**src/rtl/cpu_seq_pkg.sv**
```systemverilog
// Shared encodings for the cpu_sequencer control unit: FSM states, opcode classes and
// the branch-mask field location.
package cpu_seq_pkg;

    typedef enum logic [2:0] {
        StIdle      = 3'd0,
        StFetch     = 3'd1,
        StDecode    = 3'd2,
        StExecute   = 3'd3,
        StWriteback = 3'd4,
        StHalt      = 3'd5,
        StFault     = 3'd6
    } seq_state_e;

    typedef enum logic [1:0] {
        ClsNop,
        ClsAlu,
        ClsBr,
        ClsHalt
    } op_class_e;

    localparam logic [3:0]  OP_NOP      = 4'h0;
    localparam logic [3:0]  OP_BR       = 4'hB;
    localparam logic [3:0]  OP_HALT     = 4'hF;
    localparam int unsigned BR_MASK_LSB = 9;
    localparam int unsigned BR_MASK_W   = 3;

    function automatic op_class_e classify(input logic [3:0] op);
        case (op)
            OP_NOP:  return ClsNop;
            OP_BR:   return ClsBr;
            OP_HALT: return ClsHalt;
            default: return ClsAlu;
        endcase
    endfunction

endpackage

```
**src/rtl/seq_fetch_timer.sv**
```systemverilog
// Wait-cycle down-counter: reloads to Limit, decrements while waiting and flags the
// cycle in which the last allowed wait is spent. Limit = 0 never expires.
module seq_fetch_timer #(
    parameter int unsigned Limit = 255
) (
    input  logic clk_i,
    input  logic rst_i,
    input  logic load_i,
    input  logic dec_i,
    output logic expired_o
);

    localparam int unsigned CntW = (Limit > 1) ? $clog2(Limit + 1) : 1;
    localparam logic [CntW-1:0] LoadVal = CntW'(Limit);
    localparam logic [CntW-1:0] LastVal = CntW'(1);

    logic [CntW-1:0] cnt_q, cnt_d;

    always_comb begin
        cnt_d = cnt_q;
        if (load_i) begin
            cnt_d = LoadVal;
        end else if (dec_i && (cnt_q != '0)) begin
            cnt_d = cnt_q - LastVal;
        end
    end

    // Expires on the wait cycle that would take the count from one to zero.
    assign expired_o = (Limit != 0) && dec_i && (cnt_q == LastVal);

    always_ff @(posedge clk_i) begin
        if (rst_i) begin
            cnt_q <= LoadVal;
        end else begin
            cnt_q <= cnt_d;
        end
    end

endmodule

```
**src/rtl/cpu_sequencer.sv**
```systemverilog
// Multi-cycle fetch/decode/execute/writeback control unit for the 16-bit A/B/ZNC
// datapath, with run/step control, HALT, fetch timeout fault and a retired count.
module cpu_sequencer import cpu_seq_pkg::*; #(
    parameter int unsigned COUNT_W       = 16,
    parameter int unsigned FETCH_TIMEOUT = 255
) (
    input  logic               clk,
    input  logic               rst,
    input  logic [15:0]        opCode,
    input  logic [2:0]         ZNC,
    input  logic               mem_ready,
    input  logic               run,
    input  logic               step,
    output logic               ir_load,
    output logic               pc_en,
    output logic               BR,
    output logic               reg_en,
    output logic               znc_en,
    output logic               halted,
    output logic               fault,
    output logic [2:0]         state,
    output logic [COUNT_W-1:0] instr_count
);

    seq_state_e           state_q, state_d;
    op_class_e            cls_q, cls_d;
    logic [BR_MASK_W-1:0] mask_q, mask_d;
    logic                 taken_q, taken_d;
    logic [COUNT_W-1:0]   count_q, count_d;
    logic                 timer_load, timer_dec, timer_expired;
    logic                 unused_opcode;

    assign unused_opcode = ^opCode[BR_MASK_LSB-1:0];

    seq_fetch_timer #(
        .Limit (FETCH_TIMEOUT)
    ) u_fetch_timer (
        .clk_i     (clk),
        .rst_i     (rst),
        .load_i    (timer_load),
        .dec_i     (timer_dec),
        .expired_o (timer_expired)
    );

    always_comb begin
        state_d    = state_q;
        cls_d      = cls_q;
        mask_d     = mask_q;
        taken_d    = taken_q;
        count_d    = count_q;
        timer_load = 1'b0;
        timer_dec  = 1'b0;
        ir_load    = 1'b0;
        pc_en      = 1'b0;
        BR         = 1'b0;
        reg_en     = 1'b0;
        znc_en     = 1'b0;
        halted     = 1'b0;
        fault      = 1'b0;
        unique case (state_q)
            StIdle: begin
                if (run || step) state_d = StFetch;
            end
            StFetch: begin
                if (mem_ready) begin
                    ir_load    = 1'b1;
                    cls_d      = classify(opCode[15:12]);
                    mask_d     = opCode[BR_MASK_LSB +: BR_MASK_W];
                    timer_load = 1'b1;
                    state_d    = StDecode;
                end else begin
                    timer_dec = 1'b1;
                    if (timer_expired) state_d = StFault;
                end
            end
            StDecode: begin
                state_d = (cls_q == ClsHalt) ? StHalt : StExecute;
            end
            StExecute: begin
                // Flags are sampled here so the ALU result of the previous writeback is visible.
                taken_d = (mask_q == '0) || ((mask_q & ZNC) != '0);
                state_d = StWriteback;
            end
            StWriteback: begin
                pc_en = 1'b1;
                case (cls_q)
                    ClsAlu: begin
                        reg_en = 1'b1;
                        znc_en = 1'b1;
                    end
                    ClsBr:   BR = taken_q;
                    default: ;
                endcase
                count_d = count_q + COUNT_W'(1);
                state_d = run ? StFetch : StIdle;
            end
            StHalt:  halted = 1'b1;
            StFault: fault  = 1'b1;
            default: state_d = StIdle;
        endcase
    end

    always_ff @(posedge clk) begin
        if (rst) begin
            state_q <= StIdle;
            cls_q   <= ClsNop;
            mask_q  <= '0;
            taken_q <= 1'b0;
            count_q <= '0;
        end else begin
            state_q <= state_d;
            cls_q   <= cls_d;
            mask_q  <= mask_d;
            taken_q <= taken_d;
            count_q <= count_d;
        end
    end

    assign state       = state_q;
    assign instr_count = count_q;

endmodule

```
**config.mk**
```make
export PLATFORM = sky130hd
export DESIGN_NAME = cpu_sequencer
export DESIGN_NICKNAME = d
export VERILOG_FILES = /design/src/rtl/cpu_seq_pkg.sv /design/src/rtl/seq_fetch_timer.sv /design/src/rtl/cpu_sequencer.sv
export SDC_FILE = /design/constraint.sdc
export NUM_CORES = 1
export LEC_CHECK = 0
export CORE_ASPECT_RATIO = 0.9
export CORE_MARGIN = 1
export CORE_UTILIZATION = 40
export CTS_BUF_LIST = sky130_fd_sc_hd__clkbuf_8 sky130_fd_sc_hd__clkbuf_16
export DETAILED_ROUTE_END_ITERATION = 16
export GPL_ROUTABILITY_DRIVEN = 1
export PLACE_DENSITY = 0.78
export SLEW_MARGIN = 20
export SYNTH_ARGS = -nofsm -noshare
export SYNTH_HDL_FRONTEND = slang
export SYNTH_SLANG_ARGS = --single-unit
```
**constraint.sdc**
```tcl
create_clock -name clk -period 3.92 [get_ports clk]
set_clock_uncertainty 0.05 [all_clocks]
set_input_delay 0.392 -clock clk [delete_from_list [all_inputs] [get_ports clk]]
set_output_delay 0.392 -clock clk [all_outputs]
set_load 0.02 [all_outputs]
```
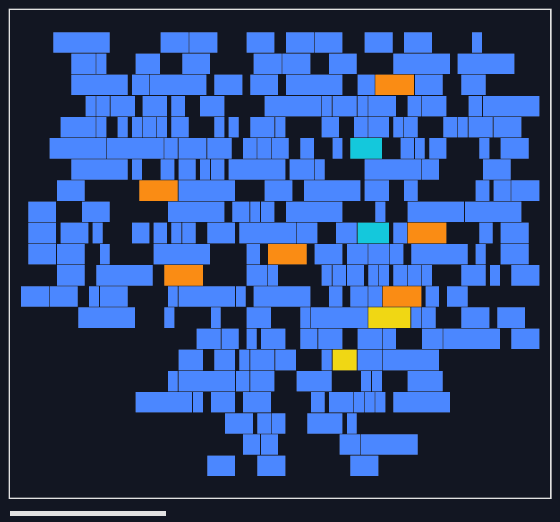
(run_1/sizing.png)
The bar under the picture is 20 um long.
x6 and larger -> orange  # cells 6, most used clkbuf_8
x3 and x4 -> cyan  # cells 2
x2 -> yellow  # cells 2
x1 and smaller -> blue  # cells 221, most used clkdlybuf4s50_1
fin area: 2120 sq um
Non-CTS buffers: 40
final setup margin: 1.17 ns
Synth-to-Final Area Change: 29.8%

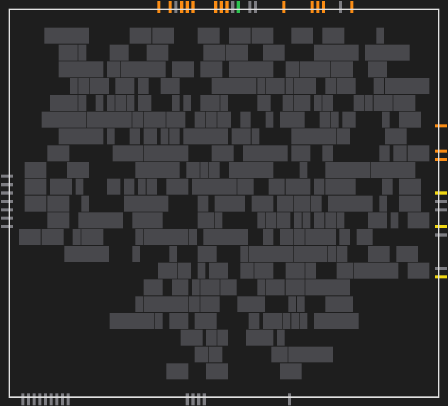
(run_1/pinout.png)
Pins as bars across the die edge, other pins in gray.
instr_count -> orange  # pins 16, direction output, edge 13 top, 3 right
reg_en -> green  # pins 1, direction output, edge top
state -> yellow  # pins 3, direction output, edge right
all pins by edge = 19 top, 14 bottom, 10 right, 7 left
Port Buffer Count: 40
Die X: 69.4 um
Chip Height: 62.7 um

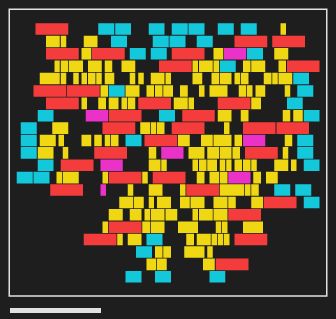
(run_1/class_map.png)
The bar under the picture is 20 um long.
registers -> red  # cells 33
clock drivers and dummy loads -> magenta  # cells 7
remaining buffers and delay cells -> cyan  # cells 40
remaining logic cells -> yellow  # cells 151
Site Rows: 21
post-layout util: 55.7%
sequential share of cell area: 31.1%
core area: 3810 sq um

==> impl_metrics.yaml, run 1 <==
# generated from flow reports
global_route:
  globalRouteMet3Util_pct: 4.19
  grt_usage_pct: 16.8
  busiest_layer: "met2"
  grt_pass1_vias: 1302
  grt_pass1_wl_mm: 5.90
  met1_usage_pct: 22.3
  grt_max_degree: 27
  met2_usage_pct: 25.8
  gr-total-overflow: 0
die:
  n_tap_cell: 46
  fp.dieArea_sq_um: 4350
min_path:
  worstHoldStart: "taken_q$_SDFFE_PP0P_"
  hold_depth: 2
  worstHoldPathType: "reg2reg"
  min_to: "taken_q$_SDFFE_PP0P_"
layout:
  logic_area_sq_um: 888
  seqCellArea_sq_um: 661
  mostFrequentLayoutCells: "40 x clkdlybuf4s50_1, 33 x dfxtp_1, 23 x nor2_1, 18 x nand2_1, 14 x a21oi_1"
  layout_top_cell: "clkdlybuf4s50_1"
  largest_register_ffs: 16
  fillers: 360
  nClkBuffers: 6
  bufAreaShareNonClock_pct: 18.9
  stdcell_count: 277
  seq_cells: 33
  nNonClkInverters: 8
  nMultiInputCombCells: 143
  diodes: 0
  comb_share_pct: 41.8
  drive_gt1_share_pct: 4.33
  largest_class: "logic gates"
pwr:
  vdd_drop_max_mv: 0.180
  p_total_mw: 0.714
  combPwrFrac_pct: 13.6
  clock_power_share_pct: 35.1
  p_leak_nw: 0.723
  sw_frac_of_total_pct: 25.4
  pg_comb_mw: 0.0970
  pg_clk_mw: 0.251
  p_seq_mw: 0.366
  power_frac_seq_pct: 51.3
  power_per_cell_area_nw_per_um2: 336
  p_int_mw: 0.532
placed_design:
  place_inst: 270
drt:
  drc: 0
  met3_wirelength_um: 145
  dr_wl_met2_mm: 1.55
  wl_per_cell_um: 12.4
  routed_wl_mm: 3.44
  dr.pass1.iters: 4
  viasPerCell: 5.38
  top_layer_used: "met4"
  ant_nets: 0
  wl_met1_mm: 1.68
clock_network:
  h-tree-depth: 2
  cts_setup_buffers: 0
  cts_root_buf: "clkbuf_8"
  cts_tree: "yes"
  clock_path_buffers: 2
  cts.sinks: 33
  clk_latency_ns: 0.28
  cts.clk_slew.worst_paths_ns: 0.06
  cts_inserted_buffers: 5
sta:
  slew_viol_final: 0
  worstMarginPinSlew_ns: 0.927
  setup_tns_ns: 0
  setup_violations: 0
  hold_viol_final: 0
  period_minus_slack_ns: 2.75
  max_freq_mhz: 364
  relSlewSlack_pct: 38.0
  whs_ns: 0.445
  finalCritPeriodShare_pct: 70.1
synthesis:
  ys_sh_xor_pct: 8.57
  synthTopCellsByArea: "dfxtp_1 40%, nor2_1 5.3%, a21oi_1 4.3%, xnor2_1 4.3%, xor2_1 4.3%"
  syn_area_sq_um: 1640
  ys_seq_share_pct: 40.4
  synth_top_cell_by_area: "dfxtp_1"
  edf_count: 0
  synth_cells: 195
  simple_gate_area_share_pct: 28.1
  ys_sh_mux_pct: 1.84
  yosysUniqueCellTypes: 39
  ys_cells: 195
  logic_family: "simple AND/OR/NAND/NOR gates"
  synthAoiAreaFrac_pct: 12.8
  ys_warn_count: 0
  synth_top_cell_by_count: "dfxtp_1"
  ys_area_sq_um: 1640
  synth.avg_cell_area_sq_um: 8.39
  fp_nets: 223
  synthArstFlopShare_pct: 0
setup_path:
  cp.depth: 3
  worst-endpoint-required_ns: 3.48
  worstPathArrival_ns: 2.31
  startpoint_type: "flip-flop"
  worstPathMaxFanout: 13
  crit_path_top_delay_cell: "clkdlybuf4s50_1"
  cpPeakStageDelay_ns: 0.67
  crit_path_end: "reg_en"
  cp_top_family: "simple AND/OR/NAND/NOR gates"
  path_cells: "or3b_4 -> nor3b_1 -> clkdlybuf4s50_1"
  crit_buf_inv: 1
status:
  status: "finished clean"
run:
  tool_warnings: 37
==> run 2, diff against run 1 <==
clock period = 2.7 ns   (was 3.92 ns; I/O delays follow)
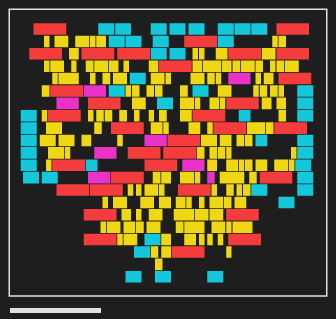
(run_2/class_map.png)
The bar under the picture is 20 um long.
fin area: 2160 sq um
post-layout util: 56.7%
sequential share of cell area: 30.6%

==> run 2 against run 1 <==
Compared with the run above:
- critical path depth unchanged
- total power rose by 51%
- final area is 1.8% higher
- critical endpoint unchanged
==> impl_metrics.yaml, run 2 <==
# generated from flow reports
sta:
  setup_violations: 0
  slew_viol_final: 0
  period_minus_slack_ns: 2.52
  whs_ns: 0.446
  finalCritPeriodShare_pct: 93.5
  hold_viol_final: 0
  setup_tns_ns: 0
  worstMarginPinSlew_ns: 0.705
layout:
  bufAreaShareNonClock_pct: 19.6
  nNonClkInverters: 8
  seqCellArea_sq_um: 661
  seq_cells: 33
  comb_share_pct: 41.1
  nMultiInputCombCells: 143
  drive_gt1_share_pct: 6.38
  buffers: 43
  logic_area_sq_um: 888
  nClkBuffers: 7
  largest_register_ffs: 16
  fillers: 345
  layout_top_cell: "clkdlybuf4s50_1"
  stdcell_count: 281
  largest_class: "logic gates"
die:
  die_w_um: 69.4
  rows: 21
  die_y_um: 62.7
  n_tap_cell: 46
drt:
  drc: 0
  wl_met1_mm: 1.76
  top_layer_used: "met4"
  dr.pass1.iters: 4
  routed_wl_mm: 3.42
  wl_per_cell_um: 12.2
  viasPerCell: 5.22
  met3_wirelength_um: 114
synthesis:
  synth_top_cell_by_area: "dfxtp_1"
  simple_gate_area_share_pct: 28.1
  syn_area_sq_um: 1640
  ys_sh_xor_pct: 8.57
  fp_nets: 223
  ys_area_sq_um: 1640
  synth.avg_cell_area_sq_um: 8.39
  ys_seq_share_pct: 40.4
  ys_sh_mux_pct: 1.84
  synth_top_cell_by_count: "dfxtp_1"
  synthAoiAreaFrac_pct: 12.8
  edf_count: 0
  ys_cells: 195
  synth_cells: 195
  logic_family: "simple AND/OR/NAND/NOR gates"
  synthArstFlopShare_pct: 0
pwr:
  vdd_drop_max_mv: 0.373
  power_per_cell_area_nw_per_um2: 499
  clock_power_share_pct: 37.2
  p_total_mw: 1.08
  p_leak_nw: 0.744
  sw_frac_of_total_pct: 25.0
  pg_clk_mw: 0.401
  pg_comb_mw: 0.149
  power_frac_seq_pct: 49.0
  combPwrFrac_pct: 13.8
  p_seq_mw: 0.528
clock_network:
  cts_inserted_buffers: 5
  clock_path_buffers: 2
  cts_root_buf: "clkbuf_8"
  h-tree-depth: 2
  cts_tree: "yes"
  cts_setup_buffers: 0
  clk_latency_ns: 0.28
  cts.sinks: 33
run:
  tool_warnings: 37
min_path:
  worstHoldStart: "taken_q$_SDFFE_PP0P_"
  min_to: "taken_q$_SDFFE_PP0P_"
  hold_depth: 2
setup_path:
  worstPathMaxFanout: 13
  cp.depth: 3
  crit_buf_inv: 1
  worst-endpoint-required_ns: 2.38
  crit_path_top_delay_cell: "clkdlybuf4s50_1"
  cpPeakStageDelay_ns: 0.67
  startpoint_type: "flip-flop"
  path_cells: "or3b_4 -> nor3b_1 -> clkdlybuf4s50_1"
placed_design:
  place_inst: 273
  port_buffers: 40
global_route:
  gr-total-overflow: 0
  globalRouteMet3Util_pct: 5.32
  grt_pass1_wl_mm: 5.88
  grt_usage_pct: 16.7
  met1_usage_pct: 22.7
  grt_max_degree: 21
  met2_usage_pct: 25.6
  busiest_layer: "met2"
  grt_pass1_vias: 1272
status:
  status: "finished clean"
==> run 3, diff against run 2 <==
CORE_ASPECT_RATIO = 1.4   (was 0.9)
SLEW_MARGIN = not set   (was 20)
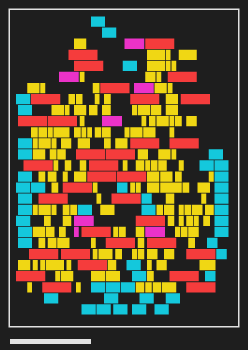
(run_3/class_map.png)
The bar under the picture is 20 um long.
Site Rows: 27
post-layout util: 55.0%
fin area: 2160 sq um

==> run 3 against run 2 <==
Compared with the run above:
- fmax up 7.2%
- clock power down 9.7%
- routed wire length up 0.96%
- sequential power down 2%
- register-to-register slack better by 0.14 ns
- first-iteration DRC count down 15%
- via count up 2.0%
- utilization down 1.7 points
- final area down 0.17%
- critical path type unchanged
==> impl_metrics.yaml, run 3 <==
# generated from flow reports
status:
  status: "finished clean"
layout:
  largest_register_ffs: 16
  logic_area_sq_um: 888
  nClkBuffers: 6
  drive_gt1_share_pct: 6.36
  bufAreaShareNonClock_pct: 20.3
  seq-cell-share_pct: 30.6
  buffers: 45
  stdcell_count: 279
  seqCellArea_sq_um: 661
  seq_cells: 33
  nNonClkInverters: 8
  comb_share_pct: 41.2
  nMultiInputCombCells: 143
  layout_top_cell: "clkdlybuf4s50_1"
setup_path:
  worstPathMaxFanout: 13
  crit_buf_inv: 1
  cpPeakStageDelay_ns: 0.66
  path_cells: "or3b_4 -> nor3b_1 -> clkdlybuf4s50_1"
  crit_path_top_delay_cell: "clkdlybuf4s50_1"
  startpoint_type: "flip-flop"
  cp.depth: 3
  worst-endpoint-required_ns: 2.38
placed_design:
  port_buffers: 40
  place_inst: 272
synthesis:
  ys_area_sq_um: 1640
  ys_sh_mux_pct: 1.84
  synth_top_cell_by_area: "dfxtp_1"
  synth_cells: 195
  logic_family: "simple AND/OR/NAND/NOR gates"
  synthArstFlopShare_pct: 0
  syn_area_sq_um: 1640
  ys_seq_share_pct: 40.4
  fp_nets: 223
  synth.avg_cell_area_sq_um: 8.39
  synth_top_cell_by_count: "dfxtp_1"
  ys_sh_xor_pct: 8.57
  synthAoiAreaFrac_pct: 12.8
clock_network:
  cts_setup_buffers: 0
  cts_tree: "yes"
  cts_inserted_buffers: 5
  cts.sinks: 33
  h-tree-depth: 2
  cts_root_buf: "clkbuf_8"
  clk_latency_ns: 0.27
pwr:
  p_leak_nw: 0.749
  clock_power_share_pct: 34.6
  p_total_mw: 1.05
  pg_comb_mw: 0.169
  power_frac_seq_pct: 49.3
  power_per_cell_area_nw_per_um2: 485
  pg_clk_mw: 0.362
  vdd_drop_max_mv: 0.344
global_route:
  grt_max_degree: 21
  busiest_layer: "met2"
  grt_usage_pct: 16.3
  met1_usage_pct: 19.1
  globalRouteMet3Util_pct: 4.50
  met2_usage_pct: 28.3
  grt_pass1_vias: 1331
drt:
  viasPerCell: 5.37
  met3_wirelength_um: 166
  wl_met1_mm: 1.47
  top_layer_used: "met4"
  dr_total_vias: 1497
  dr.pass1.iters: 5
  drc: 0
  wl_per_cell_um: 12.4
  routed_wl_mm: 3.45
die:
  n_tap_cell: 43
  die_w_um: 56.0
sta:
  hold_viol_final: 0
  setup_tns_ns: 0
  setup_violations: 0
  worstMarginPinSlew_ns: 0.694
  whs_ns: 0.443
  slew_viol_final: 0
  period_minus_slack_ns: 2.35
  finalCritPeriodShare_pct: 87.2
run:
  tool_warnings: 37
min_path:
  worstHoldStart: "taken_q$_SDFFE_PP0P_"
  min_to: "taken_q$_SDFFE_PP0P_"
Power figures rest on the tool's default switching activity, not on a simulated workload.
